===== config.mk =====
export PLATFORM = sky130hd
export DESIGN_NAME = child_response_collector
export DESIGN_NICKNAME = d
export VERILOG_FILES = /design/src/rtl/child_response_collector.sv
export SDC_FILE = /design/constraint.sdc
export NUM_CORES = 1
export LEC_CHECK = 0
export ABC_AREA = 1
export CORE_MARGIN = 2
export CORE_UTILIZATION = 25
export DETAILED_ROUTE_END_ITERATION = 7
export MAX_ROUTING_LAYER = met4
export PLACE_DENSITY = 0.61
export SLEW_MARGIN = 20
export SYNTH_ARGS = -nofsm -noshare
export SYNTH_HDL_FRONTEND = slang
export SYNTH_SLANG_ARGS = --single-unit

===== constraint.sdc =====
create_clock -name clk -period 5.12 [get_ports clk]
set_input_delay 0.512 -clock clk [delete_from_list [all_inputs] [get_ports clk]]
set_output_delay 0.512 -clock clk [all_outputs]
set_load 0.02 [all_outputs]

===== src/rtl/child_response_collector.sv =====
`default_nettype none
// ============================================================================
//  Module      : child_response_collector
//  Description : Fan-in collector. Arbitrates round-robin among NUM_CHILDREN
//                valid/ready child channels and forwards one beat per cycle
//                through a registered upstream valid/ready port. Each beat is
//                tagged with the index of its child, and completed upstream
//                transfers are counted in a saturating counter.
//  Ports       : clk, rst          - clock, synchronous active-high reset
//                child_valid/data  - per-child beat in (flattened payloads)
//                child_ready       - per-child accept, one-hot or zero
//                up_valid/data/src - registered upstream beat and source tag
//                up_ready          - upstream accept
//                beat_count        - saturating count of upstream transfers
//                idle              - no child requesting and output empty
//  Revision    : 1.0 - initial release
// ============================================================================
module child_response_collector #(
    parameter int NUM_CHILDREN = 15,
    parameter int DATA_W       = 32,
    parameter int SRC_W        = 4,
    parameter int CNT_W        = 16
) (
    input  logic                           clk,
    input  logic                           rst,
    input  logic [NUM_CHILDREN-1:0]        child_valid,
    input  logic [NUM_CHILDREN*DATA_W-1:0] child_data,
    output logic [NUM_CHILDREN-1:0]        child_ready,
    output logic                           up_valid,
    output logic [DATA_W-1:0]              up_data,
    output logic [SRC_W-1:0]               up_src,
    input  logic                           up_ready,
    output logic [CNT_W-1:0]               beat_count,
    output logic                           idle
);

    localparam int IDX_W = $clog2(NUM_CHILDREN);

    logic [IDX_W-1:0]  r_ptr;
    logic [IDX_W-1:0]  w_grant;
    logic              w_found;
    logic [IDX_W:0]    w_sum;
    logic [IDX_W-1:0]  w_idx;
    logic [DATA_W-1:0] w_grant_data;
    logic [IDX_W-1:0]  w_ptr_next;
    logic              w_load_en;
    logic              w_xfer;

    // Output register is empty or being drained this cycle.
    assign w_load_en = !up_valid || up_ready;

    // Round-robin search: the first valid child at or after r_ptr, wrapping.
    // The sum is one bit wider than an index so ptr+k never overflows before
    // the modulo correction.
    always_comb begin
        w_found = 1'b0;
        w_grant = '0;
        w_sum   = '0;
        w_idx   = '0;
        for (int k = 0; k < NUM_CHILDREN; k++) begin
            w_sum = {1'b0, r_ptr} + (IDX_W+1)'(k);
            if (w_sum >= (IDX_W+1)'(NUM_CHILDREN)) begin
                w_sum = w_sum - (IDX_W+1)'(NUM_CHILDREN);
            end
            w_idx = w_sum[IDX_W-1:0];
            if (!w_found && child_valid[w_idx]) begin
                w_found = 1'b1;
                w_grant = w_idx;
            end
        end
    end

    // Payload mux for the granted child.
    always_comb begin
        w_grant_data = '0;
        for (int i = 0; i < NUM_CHILDREN; i++) begin
            if (w_grant == IDX_W'(i)) begin
                w_grant_data = child_data[i*DATA_W +: DATA_W];
            end
        end
    end

    assign w_ptr_next = (w_grant == IDX_W'(NUM_CHILDREN - 1)) ? '0 : w_grant + 1'b1;

    // Reset gates the handshake so no child beat is consumed and then lost.
    assign w_xfer = w_load_en && w_found && !rst;

    assign child_ready = w_xfer
                       ? ({{(NUM_CHILDREN-1){1'b0}}, 1'b1} << w_grant)
                       : '0;

    assign idle = !(|child_valid) && !up_valid;

    always_ff @(posedge clk) begin
        if (rst) begin
            up_valid   <= 1'b0;
            up_data    <= '0;
            up_src     <= '0;
            beat_count <= '0;
            r_ptr      <= '0;
        end else begin
            if (w_xfer) begin
                // A new beat replaces a draining one in the same edge.
                up_valid <= 1'b1;
                up_data  <= w_grant_data;
                up_src   <= SRC_W'(w_grant);
                r_ptr    <= w_ptr_next;
            end else if (up_ready) begin
                up_valid <= 1'b0;
            end
            if (up_valid && up_ready && (beat_count != {CNT_W{1'b1}})) begin
                beat_count <= beat_count + 1'b1;
            end
        end
    end

endmodule
`default_nettype wire


==> Changelog: implementation, run 1 <==
### Physical design

- Outcome: finished with violations
- Failing checks: setup timing
- Finished Layout Cells: 3756
- Seq/Total Area, Yosys: 9.894%
- Biggest register: up_data
- Largest fanout on the critical path: 8
- ClkCell Share: under 10%
- Global route overflow: 0
- Comb area leader: simple AND/OR/NAND/NOR gates
- Met2 wire length: ~46000 um
- IO Count: between 500 and 600
- Crit share post-route: 103.8%
- Slack of the critical path: -0.1965 ns
- Min-Delay Path Depth: 2
- Core Box Area: roughly 45000 sq um
- RSZ-0062 raised after global routing: yes
- CTS tree: yes
- Buf+Inv Stages, Crit Path: 7
- Non-clk invs: about 280
- Resized cells post-CTS: 273
- Synth cell count leaders: nand2_1, nand3_1, inv_1
- Yosys Chip Area: 11530 sq um
- Die area: ~48000 sq um
- Synth warnings: 0
- GR met3 Demand/Resource: about 6%
- H-tree Lvls: 3
- Worst-margin pin slew: around 0.84 ns
- First-pass GRT wire length: around 130000 um
- Worst EP required: between 5 and 6 ns
- Number of flip-flops under the largest register name: 32
- # DRC: 0
- Buffers excl. clock: 1033
- Most common logic cells in the final layout: nand2_1, clkdlybuf4s50_1, buf_4
- Met3 WL: just under 7000 um
- Vias per std cell: between 5 and 6
- Relative slew slack: between 40% and 50%
- Syn_nets: approximately 2.7k
- Die height: ~220 um
- Fillers: approximately 4.7k
- DP Cell Count: about 3.7k
- Top sig layer: met4
- Gate count of the mapped netlist: between 2k and 2.5k
- IO buf count: approximately 570
- Post-synth mux share: 0%
- Final setup viols: 35
- Setup CP Type: flip-flop to flip-flop
- Crit path launch type: flip-flop
- Worst hold endpoint: up_data[9]$_SDFFE_PP0P_
- Area Overhead vs Synth: 102.0%
- Layout cell share with drive strength beyond 1: between 20 and 30%
- Hold Buf Count CTS: 0
- Metal-1 WL: around 37000 um
- Top flop regs: up_data (32), beat_count (16)
- Tapcells: approximately 600
- Post-place setup slack: -0.6433 ns
- Final worst path period need: between 5 and 6 ns
- Yosys adder share: under 10%
- Comb_multi_in: around 1.8k
- Main synth FF type: dfxtp_1
- Layer with the highest usage: met2
- Synthesized registers: approximately 57
- 1st-pass router iterations: 5
- GR Util met1: between 40% and 50%
- Met2 Usage GRT: about two thirds
- CTS Root Cell: clkbuf_16
- Placed cell area: between 20000 and 25000 sq um
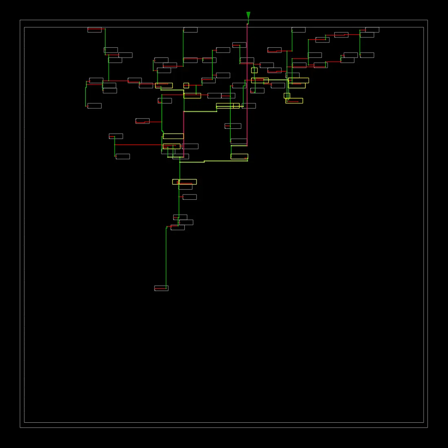
run_1/clocks.png
skew final: 0.01320 ns
FFs & Latches: 57
Sinks on Clock Net: 57
Late-Pin Clk Latency: 0.34 ns

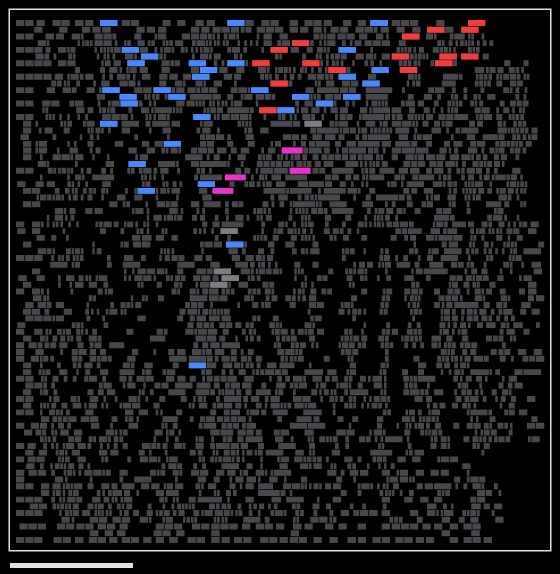
run_1/flops_by_reg.png
Scale bar: 50 um. Other sequential cells in the stronger grey, the rest of the logic in the fainter grey.
| signal | colour | flops |
|---|---|---|
| `up_data` | blue | 32 |
| `beat_count` | red | 16 |
| `r_ptr` | magenta | 4 |
not coloured: 5
Flop area: 1156 sq um
final core occ: 51.22%

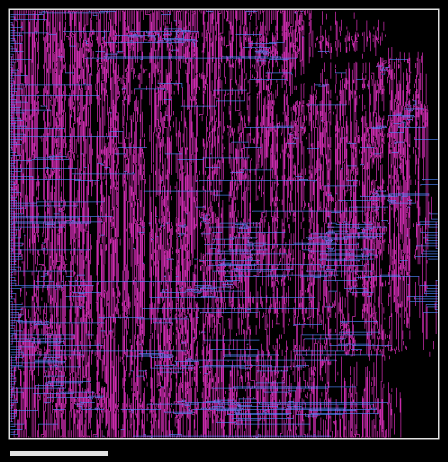
run_1/wires.png
Scale bar: 50 um. Two of the layers only.
| layer | colour | wire length |
|---|---|---|
| metal 2 | magenta | 46.2 mm |
| metal 3 | blue | 6860 um |
wirelength, routed: 95530 um
drt wl/cell: 25.43 um
GR Util All Layers: 39.03%
Via Count: 19.57k

run_1/placement_by_type.png
Fill, decap, tap and diode cells in grey.
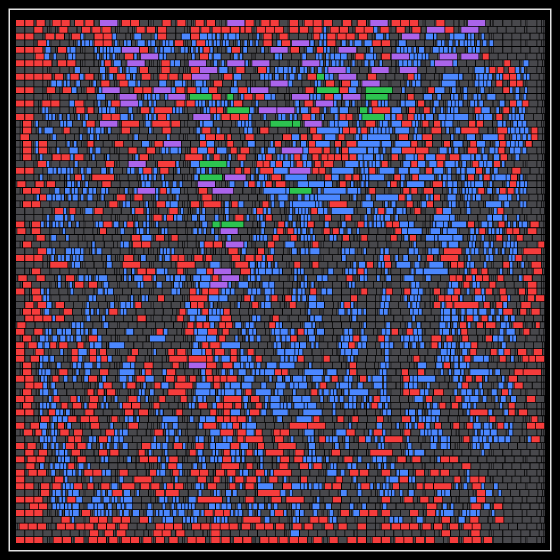

--- run 2 (diff from run 1) ---
--- a/config.mk
+++ b/config.mk
@@ -10,8 +10,7 @@
 export CORE_UTILIZATION = 25
 export DETAILED_ROUTE_END_ITERATION = 7
 export MAX_ROUTING_LAYER = met4
-export PLACE_DENSITY = 0.61
-export SLEW_MARGIN = 20
+export PLACE_DENSITY_LB_ADDON = 0.3
 export SYNTH_ARGS = -nofsm -noshare
 export SYNTH_HDL_FRONTEND = slang
 export SYNTH_SLANG_ARGS = --single-unit
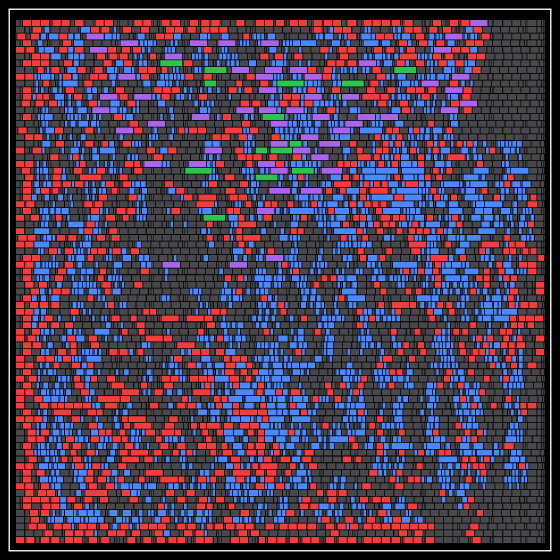
run_2/placement_by_type.png
Fill, decap, tap and diode cells in grey.
| class | colour | cells | share of their area |
|---|---|---|---|
| combinational and other logic | blue | 2032 | 51% |
| clock drivers and dummy loads | green | 15 | 1.5% |
| flops | purple | 57 | 5.2% |
| other buffers and delay cells | red | 1001 | 43% |
Final Cell Area: 23130 sq um
final core occ: 50.86%
Core Box Area: 45480 sq um

==> run 2 against run 1 <==
Net effect:
- the flow still finishes with violations (setup timing)
- core utilization fell by 0.36 points
- fmax rose by 1.0%
- wire length fell by 8.0%
- die area did not move
- first-iteration DRC count fell by 10%
- critical endpoint is now child_ready[7]
==> Changelog: implementation, run 2 <==
### Physical design

- Worst hold endpoint: up_data[16]$_SDFFE_PP0P_
- Failing checks: setup timing
- First-pass GRT wire length: 121200 um (-7.4%)
- 1st-pass router iterations: 5 (unchanged)
- IO buf count: 566 (unchanged)
- Clk slew on worst S/H paths: ~0.050 ns
- Slack of the critical path: -0.1417 ns (+0.05481 ns)
- H-tree Lvls: 3 (unchanged)
- Synth cell count leaders: nand2_1, nand3_1, inv_1
- Finished Layout Cells: 3726 (-0.80%)
- Biggest register: up_data
- Area Overhead vs Synth: 100.6%
- Worst-margin pin slew: 0.8940 ns (+0.05672 ns)
- Synthesized registers: 57 (unchanged)
- Fillers: 4716 (-0.53%)
- Largest fanout on the critical path: 7 (-1)
- Via Count: 19.12k (-2.3%)
- Layer with the highest usage: met2
- Min-Delay Path Depth: 2 (unchanged)
- Relative slew slack: 39.85% (-3.8 points)
- Crit share post-route: 102.8% (-1.1 points)
- Sinks on Clock Net: 57 (unchanged)
- Comb area leader: simple AND/OR/NAND/NOR gates
- Die area: 47870 sq um (unchanged)
- Main synth FF type: dfxtp_1
- Met2 Usage GRT: 63.79% (-2.0 points)
- Final worst path period need: 5.262 ns (-0.05481 ns)
- Skew final: 0.01092 ns (-0.002277 ns)
- Met2 wire length: 45660 um (-1.1%)
- Outcome: finished with violations
- GR Util met1: 39.90% (-4.7 points)
- Hold Buf Count CTS: 0 (unchanged)
- CTS Root Cell: clkbuf_16
- Final setup viols: 22 (-37%)
- Ant diodes: 21
- DP Cell Count: 3625 (-0.68%)
- Top sig layer: met4
- Die height: 218.8 um (unchanged)
- Yosys Chip Area: 11530 sq um (unchanged)
- Gate count of the mapped netlist: 2200 (unchanged)
- Met3 WL: 5643 um (-18%)
- Late-Pin Clk Latency: 0.34 ns (about the same)
- Placed cell area: 20460 sq um (-1.2%)
- Comb_multi_in: 1752 (unchanged)
- GR Util All Layers: 35.51% (-3.5 points)
- Seq/Total Area, Yosys: 9.894% (unchanged)
- Post-synth mux share: 0% (unchanged)
- CTS tree: yes
- Layout cell share with drive strength beyond 1: 27.54% (+0.39 points)
- Buf+Inv Stages, Crit Path: 7 (unchanged)
- Resized cells post-CTS: 166 (-39%)
- Xor/xnor share: less than 1%
- Flop area: 1156 sq um (unchanged)
- Metal-1 WL: 32620 um (-11%)
- FFs & Latches: 57 (unchanged)
- Number of flip-flops under the largest register name: 32 (unchanged)
- Setup CP Type: flip-flop to output pin
- Most common logic cells in the final layout: clkdlybuf4s50_1, nand2_1, buf_4
- ClkCell Share: 1.428% (+0.021 points)
- IO Count: 567 (unchanged)
- # DRC: 0 (unchanged)
- Drt wl/cell: 23.58 um (-7.3%)
- Crit path launch type: flip-flop
- Global route overflow: 0 (unchanged)
- Non-clk invs: 280 (unchanged)
- GR met3 Demand/Resource: 4.352% (-1.6 points)
- Cell type with the largest total area: nand2_1
run_2/clocks.png
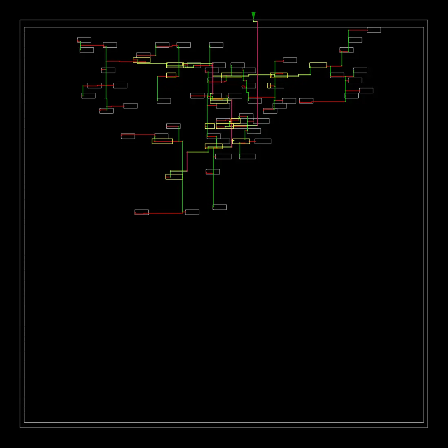

--- run 3 (diff from run 2) ---
--- a/config.mk
+++ b/config.mk
@@ -9,6 +9,7 @@
 export CORE_MARGIN = 2
 export CORE_UTILIZATION = 25
 export DETAILED_ROUTE_END_ITERATION = 7
+export GPL_ROUTABILITY_DRIVEN = 0
 export MAX_ROUTING_LAYER = met4
 export PLACE_DENSITY_LB_ADDON = 0.3
 export SYNTH_ARGS = -nofsm -noshare
==> constraint.sdc (replaced) <==
create_clock -name clk -period 6.7 [get_ports clk]
set_input_delay 0.67 -clock clk [delete_from_list [all_inputs] [get_ports clk]]
set_output_delay 0.67 -clock clk [all_outputs]
set_load 0.02 [all_outputs]
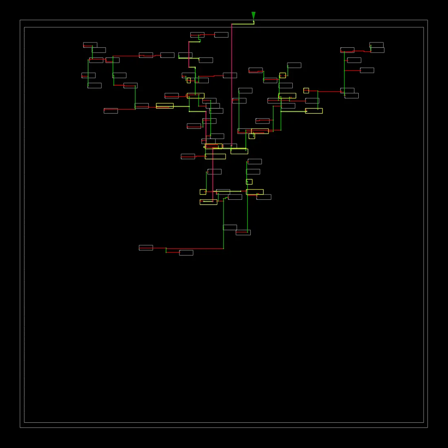
run_3/clocks.png
clkbuf count: 9
skew final: 0.01688 ns
Inserted Clock Buffers: 9

==> run 3 against run 2 <==
Net effect:
- the run now ends clean
- hold slack improved by 0.0072 ns
- worst setup slack improved by 0.35 ns
- die area unchanged
- critical endpoint is now child_ready[0]
- largest cell class unchanged
- sequential share of layout area increased by 1.2 points
- global-route usage decreased by 3.1 points
- via count decreased by 6.9%
- core utilization decreased by 10 points
==> Changelog: implementation, run 3 <==
### Physical design

- Most common logic cells in the final layout: nand2_1, clkdlybuf4s50_1, nand3_1
- Outcome: finished, final reports clean
- Ant diodes: 13 (-38%)
- Xor/xnor share: 0.6075% (unchanged)
- Worst-margin pin slew: 0.9698 ns (+0.07584 ns)
- Final setup viols: 0 (-100%)
- CTS Root Cell: clkbuf_16
- Comb area leader: simple AND/OR/NAND/NOR gates
- Metal-1 WL: 28530 um (-13%)
- Min-Delay Path Depth: 2 (unchanged)
- Late-Pin Clk Latency: 0.34 ns (about the same)
- Yosys Chip Area: 11530 sq um (unchanged)
- Buf+Inv Stages, Crit Path: 8 (+1)
- Fillers: 4943 (+4.8%)
- Met2 wire length: 40220 um (-12%)
- IO Count: 567 (unchanged)
- Die height: 218.8 um (unchanged)
- Area Overhead vs Synth: 59.57%
- Gate count of the mapped netlist: 2200 (unchanged)
- Die area: 47870 sq um (unchanged)
- # DRC: 0 (unchanged)
- CTS tree: yes
- Sinks on Clock Net: 57 (unchanged)
- Largest fanout on the critical path: 16 (+9)
- Crit path launch type: flip-flop
- FFs & Latches: 57 (unchanged)
- Global route overflow: 0 (unchanged)
- Number of flip-flops under the largest register name: 32 (unchanged)
- Via Count: 17.81k (-6.9%)
- Cell type with the largest total area: nand2_1
- Slack of the critical path: 0.2092 ns (+0.3510 ns)
- Clk slew on worst S/H paths: 0.06 ns (about the same)
- Comb_multi_in: 1751 (-0.057%)
- Main synth FF type: dfxtp_1
- Final worst path period need: between 6 and 7 ns
- GR Util All Layers: 32.44% (-3.1 points)
- Top sig layer: met4
- Synth cell count leaders: nand2_1, nand3_1, inv_1
- Crit share post-route: ~97%
- Finished Layout Cells: 3366 (-9.7%)

==> layout pictures side by side <==
Routed clock nets over the placement.
Scale bar: 50 um.
Plate I
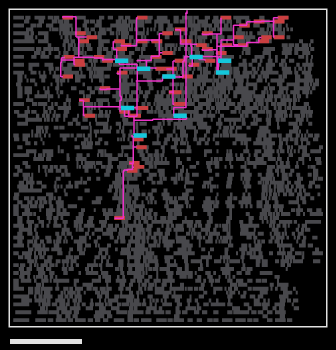
Plate II
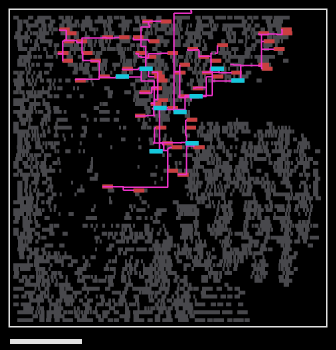
| from | picture |
|---|---|
| run 3 | Plate II |
| run 1 | Plate I |

Key to Plate II:
[clock wires] magenta | length: 1030 um
[clock drivers] cyan | count: 9
[flip-flops] red | count: 57
routed clock nets: 10

